==> config.mk <==
export PLATFORM = sky130hd
export DESIGN_NAME = ram_request_encoder
export DESIGN_NICKNAME = d
export VERILOG_FILES = /design/src/rtl/ram_ctrl_pkg.sv /design/src/rtl/rr_pick.sv /design/src/rtl/ram_request_encoder.sv
export SDC_FILE = /design/constraint.sdc
export NUM_CORES = 1
export LEC_CHECK = 0
export ABC_AREA = 0
export CAP_MARGIN = 0
export CORE_MARGIN = 3
export CORE_UTILIZATION = 39
export DETAILED_ROUTE_END_ITERATION = 6
export GPL_TIMING_DRIVEN = 0
export HOLD_SLACK_MARGIN = 0.06
export PLACE_DENSITY = 0.75
export SKIP_CTS_REPAIR_TIMING = 1
export SLEW_MARGIN = 20
export SYNTH_ARGS = -nofsm -noshare
export SYNTH_HDL_FRONTEND = slang
export SYNTH_SLANG_ARGS = --single-unit
==> constraint.sdc <==
create_clock -name clk -period 1.46 [get_ports clk]
set_input_delay 0.292 -clock clk [delete_from_list [all_inputs] [get_ports clk]]
set_output_delay 0.292 -clock clk [all_outputs]
set_load 0.1 [all_outputs]
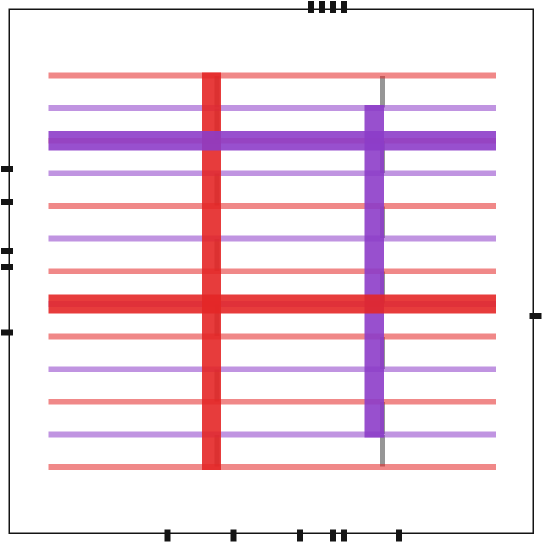
(run_1/pdn.png)
Scale: 12 px per um. Pins as bars on the die edge. Tap cells in grey.
| net | colour |
|---|---|
| VDD | purple |
| VSS | red |
rows: 12
met5 straps: 2
met4 straps: 2
core area: 0.00122 mm^2
Die Y: 43.5 um

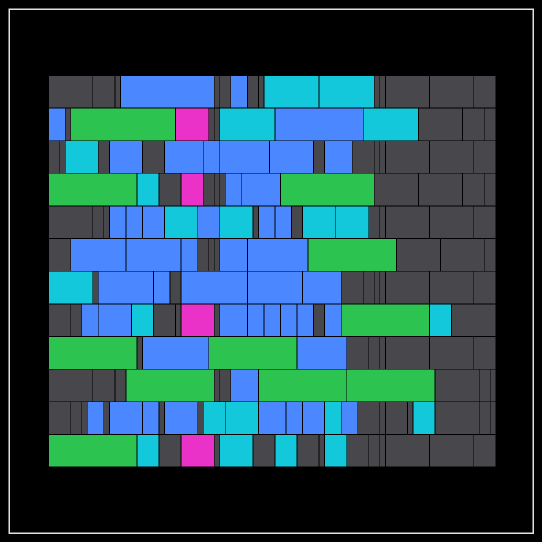
(run_1/cell_classes.png)
Scale: 12 px per um. Fill, decap, tap and diode cells in grey.
| class | colour | cells | share of their area |
|---|---|---|---|
| all other logic | blue | 47 | 46% |
| other buffers and delay cells | cyan | 21 | 21% |
| clock drivers and dummy loads | magenta | 4 | 3.6% |
| flops | green | 11 | 30% |
Rows: 12
Seq area share: 29.2%
Final Util: 63.5%
Design Area, Final: 772 um^2

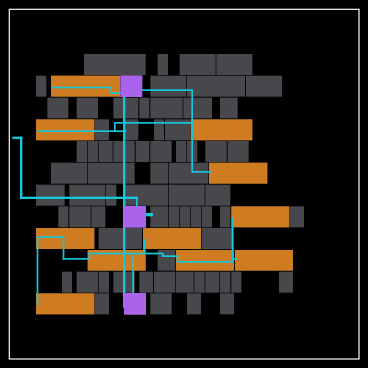
(run_1/clock_map.png)
Scale: 8 px per um.
[clock wires] cyan | length: 161 um
[cells driving clock nets] purple | count: 3
[flip-flops] orange | count: 11
routed clock nets: 4
P_clk: 0.000216 W
Clk Latency, worst-skew pair: 0.27 ns

==> impl_metrics.csv, run 1 <==
group,metric,value,unit
routing,wl_met1,581,um
critical_path,crit_chain,"a21o_2, a21oi_2, o22ai_2, buf_4, ha_1, a22oi_1, nor2_1",
clock_network,cts_tree,"yes",
yosys,async_flop_share,0,%
floorplan,io_pins,16,
pwr,power_density,1190,mW/mm^2
pwr,pwr-share-comb,38.4,%
clock_network,cts_buffers,3,
min_path,holdPathStages,2,
routing,dr.first_iter.drc_count,7,
layout,instances_no_fill,97,
critical_path,start_kind,"flip-flop",
layout,diodes,0,
global_route,first_global_vias,420,
status,status,"complete, no violations",
pwr,pg_comb,0.000352,W
timing,final.setup_skew,0.00306,ns
clock_network,clkSinkCount,11,
place,hpwlAfterDp,824,um
timing,final_hold_viol_count,0,
floorplan,floorplan.core_util,45.2,%
critical_path,arrival,1.59,ns
critical_path,reg2reg_setup_slack,0.02,ns
place,port_buffers,13,
timing,tns,0,ns
routing,route.met2.wl,592,um
yosys,synth_stat.cells,60,
clock_network,htreeDepth,1,
place,place_inst,87,
yosys,synth.most_common_cell,"dfxtp_1",
yosys,ys_area,549,um^2
global_route,grt_max_degree,11,
global_route,grtUsageMet2,17.7,%
floorplan,die_area,0.00189,mm^2
global_route,grt_pass1_wl,1.81,mm
routing,drc,0,
job,warning_count,30,
yosys,top_logic_kind,"AND-OR/OR-AND gates",
yosys,synth_adder_area_share,9.11,%
yosys,synthFlopType,"dfxtp_1",
timing,setup_viol,0,
critical_path,path_class,"flip-flop to flip-flop",
pwr,p_clk_share,23.5,%
timing,slew_viol_final,0,
timing,rsz0062_at_grt,"true",
critical_path,cp-end-kind,"flip-flop",
pwr,power_switching,0.000374,W
critical_path,cpLargestDelayFamily,"AND-OR/OR-AND gates",
critical_path,cp.depth,7,
layout,area_growth,40.5,%
routing,routedWlPerCell,13.0,um
clock_network,clk_path_buf_depth,2,
yosys,yosys.area.top_type_share,40.1,%
pwr,fin_total_pwr,0.000918,W
yosys,synth-edff-count,0,
global_route,grt_usage,12.9,%
yosys,yosysTopAreaCell,"dfxtp_1",
yosys,yosysWarningCount,0,
routing,routed-via-count,502,
clock_network,clk_pin_slew,0.08,ns
yosys,ys_sh_xor,0,%
global_route,met3_usage,3.32,%
critical_path,worstRegToRegCells,7,
pwr,p_leak,0.388,nW
yosys,simple_gate_area_share,20.3,%
timing,fmax,0.695,GHz
place,post-place-ws,-0.702,ns
yosys,syn_area_per_cell,9.15,um^2
global_route,grt.busiest_layer,"met2",
yosys,synth_area,549,um^2
pwr,seq-power,0.000351,W
routing,ant_nets,0,
critical_path,slowest_stage,"dfxtp_4",
routing,dr_wl_met3,54,um
timing,slew-limit-headroom,63.8,%
pwr,intPower,0.000545,W
timing,tightest_slew,0.545,ns
pwr,seqPwrFrac,38.2,%
critical_path,critPathBufInv,1,
layout,largest_register_ffs,4,
place,dpl_cell_area,697,um^2
timing,min_period,1.44,ns
critical_path,required,1.62,ns
job,drv_cap,0,
routing,wl,1.26,mm
routing,firstDrtPassIters,4,
pwr,peakVddDrop,0.794,mV
pwr,maxPowerGroup,"combinational cells",
critical_path,slowest_delay,0.35,ns
layout,nFillCells,95,
yosys,aoi_share,23.7,%
global_route,grt_antenna_before_repair,0,
yosys,ys_ff,11,
yosys,ys_sh_mux,0,%
yosys,top_cells_by_count,"11 x dfxtp_1, 7 x nor2_1, 6 x inv_1, 6 x nand2_1",
global_route,use_met1,17.3,%
floorplan,dieWidth,43.5,um
layout,drive_above_1_share,39.8,%
yosys,fp_nets,71,
yosys,synth_cell_types,22,
-- run 1: cell type report --
class	instances	area (um^2)	area share, %
plain buffers	2	11.3	1.46
clock buffers	3	22.5	2.92
clock inverters	1	5.00	0.648
inverters	6	22.5	2.92
multi-input cells	41	323	41.8
flip-flops and latches	11	225	29.2
well taps	14	17.5	2.27
repair buffers	19	145	18.8
-- run 1: placed cells by master, fill, tap and decap left out, types with 2 or more instances in the layout --
cell / count
nor2b_1: 2
o221a_1: 2
buf_4: 7
ha_1: 3
inv_2: 2
clkbuf_2: 8
dfxtp_1: 9
a22oi_1: 4
inv_1: 4
dlymetal6s2s_1: 4
nand2_1: 6
nor2_1: 7
a21oi_1: 2
clkbuf_4: 3
==> run_1/metal_stack.png <==
Scale: 12 px per um.
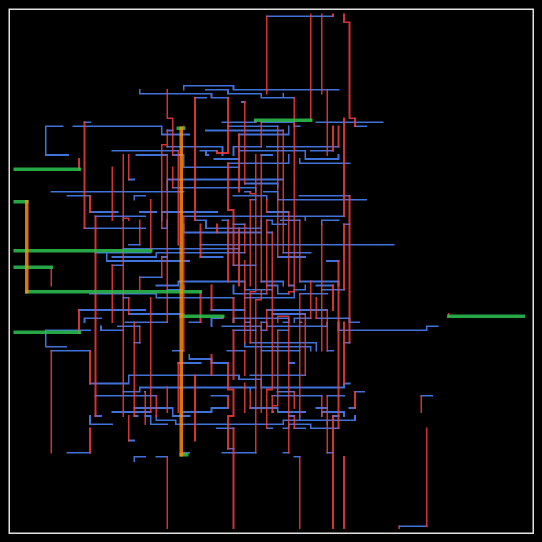

## Run 2: what changed since run 1
--- a/config.mk
+++ b/config.mk
@@ -7,12 +7,13 @@
 export LEC_CHECK = 0
 export ABC_AREA = 0
 export CAP_MARGIN = 0
-export CORE_MARGIN = 3
-export CORE_UTILIZATION = 39
+export CORE_AREA = 3 3 40 42
 export DETAILED_ROUTE_END_ITERATION = 6
+export DIE_AREA = 0 0 43 45
+export DONT_BUFFER_PORTS = 1
 export GPL_TIMING_DRIVEN = 0
 export HOLD_SLACK_MARGIN = 0.06
-export PLACE_DENSITY = 0.75
+export PLACE_DENSITY = 0.63
 export SKIP_CTS_REPAIR_TIMING = 1
 export SLEW_MARGIN = 20
 export SYNTH_ARGS = -nofsm -noshare
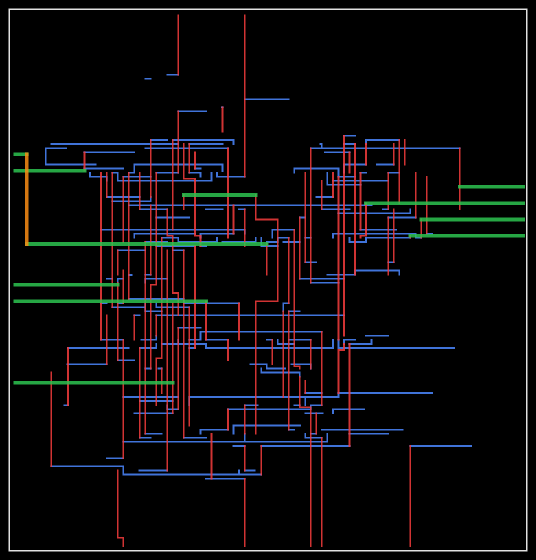
(run_2/metal_stack.png)
Scale: 12 px per um.
| layer | colour | wire length |
|---|---|---|
| met4 | orange | 7.50 um |
| met1 | blue | 491 um |
| met2 | red | 565 um |
| met3 | green | 107 um |
post-DR wirelength/cell: 14.3 um
Routed WL: 1.17 mm
Vias: 434
Tot GR Track Use: 12.2%

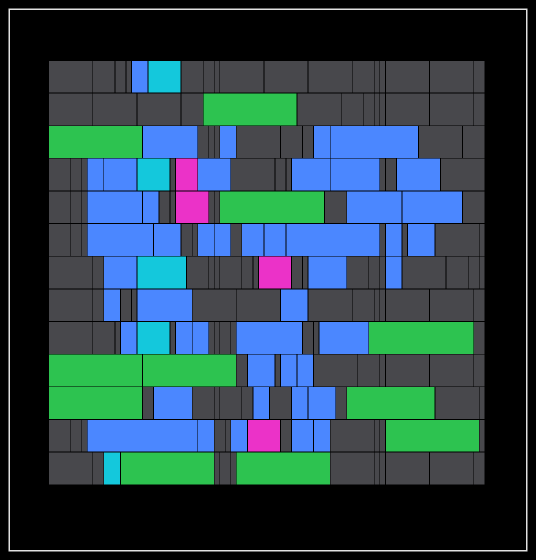
(run_2/cell_classes.png)
Scale: 12 px per um. Fill, decap, tap and diode cells in grey.
| class | colour | cells | share of their area |
|---|---|---|---|
| all other logic | blue | 47 | 55% |
| flops | green | 11 | 36% |
| clock drivers and dummy loads | magenta | 4 | 4.1% |
| other buffers and delay cells | cyan | 5 | 5.6% |
Rows: 13
core area: 0.00128 mm^2
Design Area, Final: 684 um^2
Final Util: 53.3%
Seq area share: 34.7%

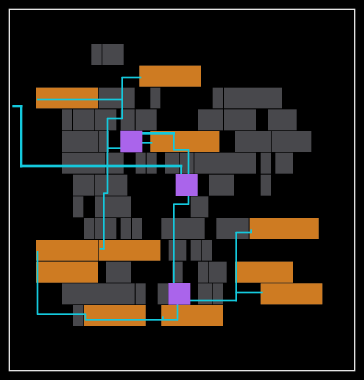
(run_2/clock_map.png)
Scale: 8 px per um.
[clock wires] cyan | length: 153 um
[flip-flops] orange | count: 11
[cells driving clock nets] purple | count: 3
routed clock nets: 4
P_clk: 0.000209 W
Clock power frac: 23.8%
clk_skew: 0.00240 ns

==> run 2 against run 1 <==
First-iteration DRC count decreased by 71%. Count of clock-buffer cells in the layout unchanged. Clock power decreased by 3%. Sequential power increased by 38%. Total power decreased by 4.3%. Critical path type unchanged. Largest power group is now sequential cells. Highest routed layer unchanged.
==> impl_metrics.csv, run 2 <==
group,metric,value,unit
status,status,"complete, no violations",
clock_network,clk_path_buf_depth,2,
clock_network,clock_latency,0.27,ns
routing,wl_met1,491,um
routing,drc,0,
yosys,yosysTopAreaCell,"dfxtp_1",
place,port_buffers,0,
layout,final_cell_mix,"8 x dfxtp_2, 7 x nor2_1, 6 x nand2_1",
critical_path,crit_chain,"nor2b_4, nor2_1, o22ai_2, inv_2, ha_1, nand2_1, a21oi_1",
clock_network,cts_buffers,3,
place,post-place-ws,-0.150,ns
pwr,pwr-share-comb,20.9,%
yosys,yosys.area.top_type_share,40.1,%
global_route,first_global_vias,408,
pwr,peakVddDrop,0.811,mV
timing,slew_viol_final,0,
global_route,use_met1,14.6,%
layout,nFillCells,129,
global_route,grtUsageMet2,16.2,%
routing,route.met2.wl,564,um
timing,slew-limit-headroom,64.1,%
pwr,p_leak,0.286,nW
job,drv_cap,0,
place,place_inst,75,
routing,firstDrtPassIters,2,
critical_path,slowest_stage,"dfxtp_4",
yosys,synthFlopType,"dfxtp_1",
yosys,synth_stat.cells,60,
global_route,grt_max_degree,11,
pwr,pg_comb,0.000184,W
critical_path,cpLargestDelayFamily,"flip-flops",
layout,layout_top_cell_excl_fill_tap,"dfxtp_2",
routing,dr.first_iter.drc_count,2,
timing,tightest_slew,0.539,ns
layout,diodes,0,
pwr,fin_total_pwr,0.000879,W
critical_path,cp.depth,7,
critical_path,critPathBufInv,1,
critical_path,worstRegToRegCells,7,
timing,tns,0,ns
pwr,power_density,1280,mW/mm^2
pwr,power_switching,0.000357,W
critical_path,required,1.60,ns
yosys,ys_ff,11,
place,dpl_cell_area,568,um^2
yosys,ys_area,549,um^2
critical_path,slowest_delay,0.37,ns
floorplan,fp.dieH,45,um
job,warning_count,30,
critical_path,start_kind,"flip-flop",
timing,min_period,1.42,ns
floorplan,die_area,0.00194,mm^2
pwr,seqPwrFrac,55.3,%
clock_network,cts_tree,"yes",
routing,dr_wl_met3,106,um
yosys,syn_area_per_cell,9.15,um^2
yosys,fp_nets,71,
yosys,synth_area,549,um^2
timing,setup_viol,0,
clock_network,htreeDepth,1,
global_route,grt_antenna_before_repair,0,
layout,instances_no_fill,82,
yosys,synth-edff-count,0,
critical_path,arrival,1.56,ns
yosys,synth_cell_types,22,
timing,fmax,0.704,GHz
layout,drive_above_1_share,47.8,%
yosys,async_flop_share,0,%
layout,area_growth,24.6,%
floorplan,io_pins,16,
==> run 2: cell counts after synthesis <==
No cell type changed its count.
==> run 2: cells by family after synthesis <==
family | Yosys count | synth area share [%]
buf+inv | 8 | 6.15
flops | 11 | 40.1
simple gates | 20 | 20.3
fa+ha+maj | 4 | 9.11
other cells | 1 | 0.683
compound gates | 16 | 23.7
==> run 2: cell type report <==
| type | count | area [um^2] | area share [%] |
|---|---|---|---|
| clock buffers | 3 | 22.5 | 3.29 |
| inverters | 6 | 22.5 | 3.29 |
| clock inverters | 1 | 5.00 | 0.731 |
| flip-flops and latches | 11 | 238 | 34.7 |
| multi-input cells | 41 | 340 | 49.7 |
| plain buffers | 2 | 11.3 | 1.65 |
| well taps | 15 | 18.8 | 2.74 |
| repair buffers | 3 | 26.3 | 3.84 |
Power is estimated from default activity; no workload was simulated.
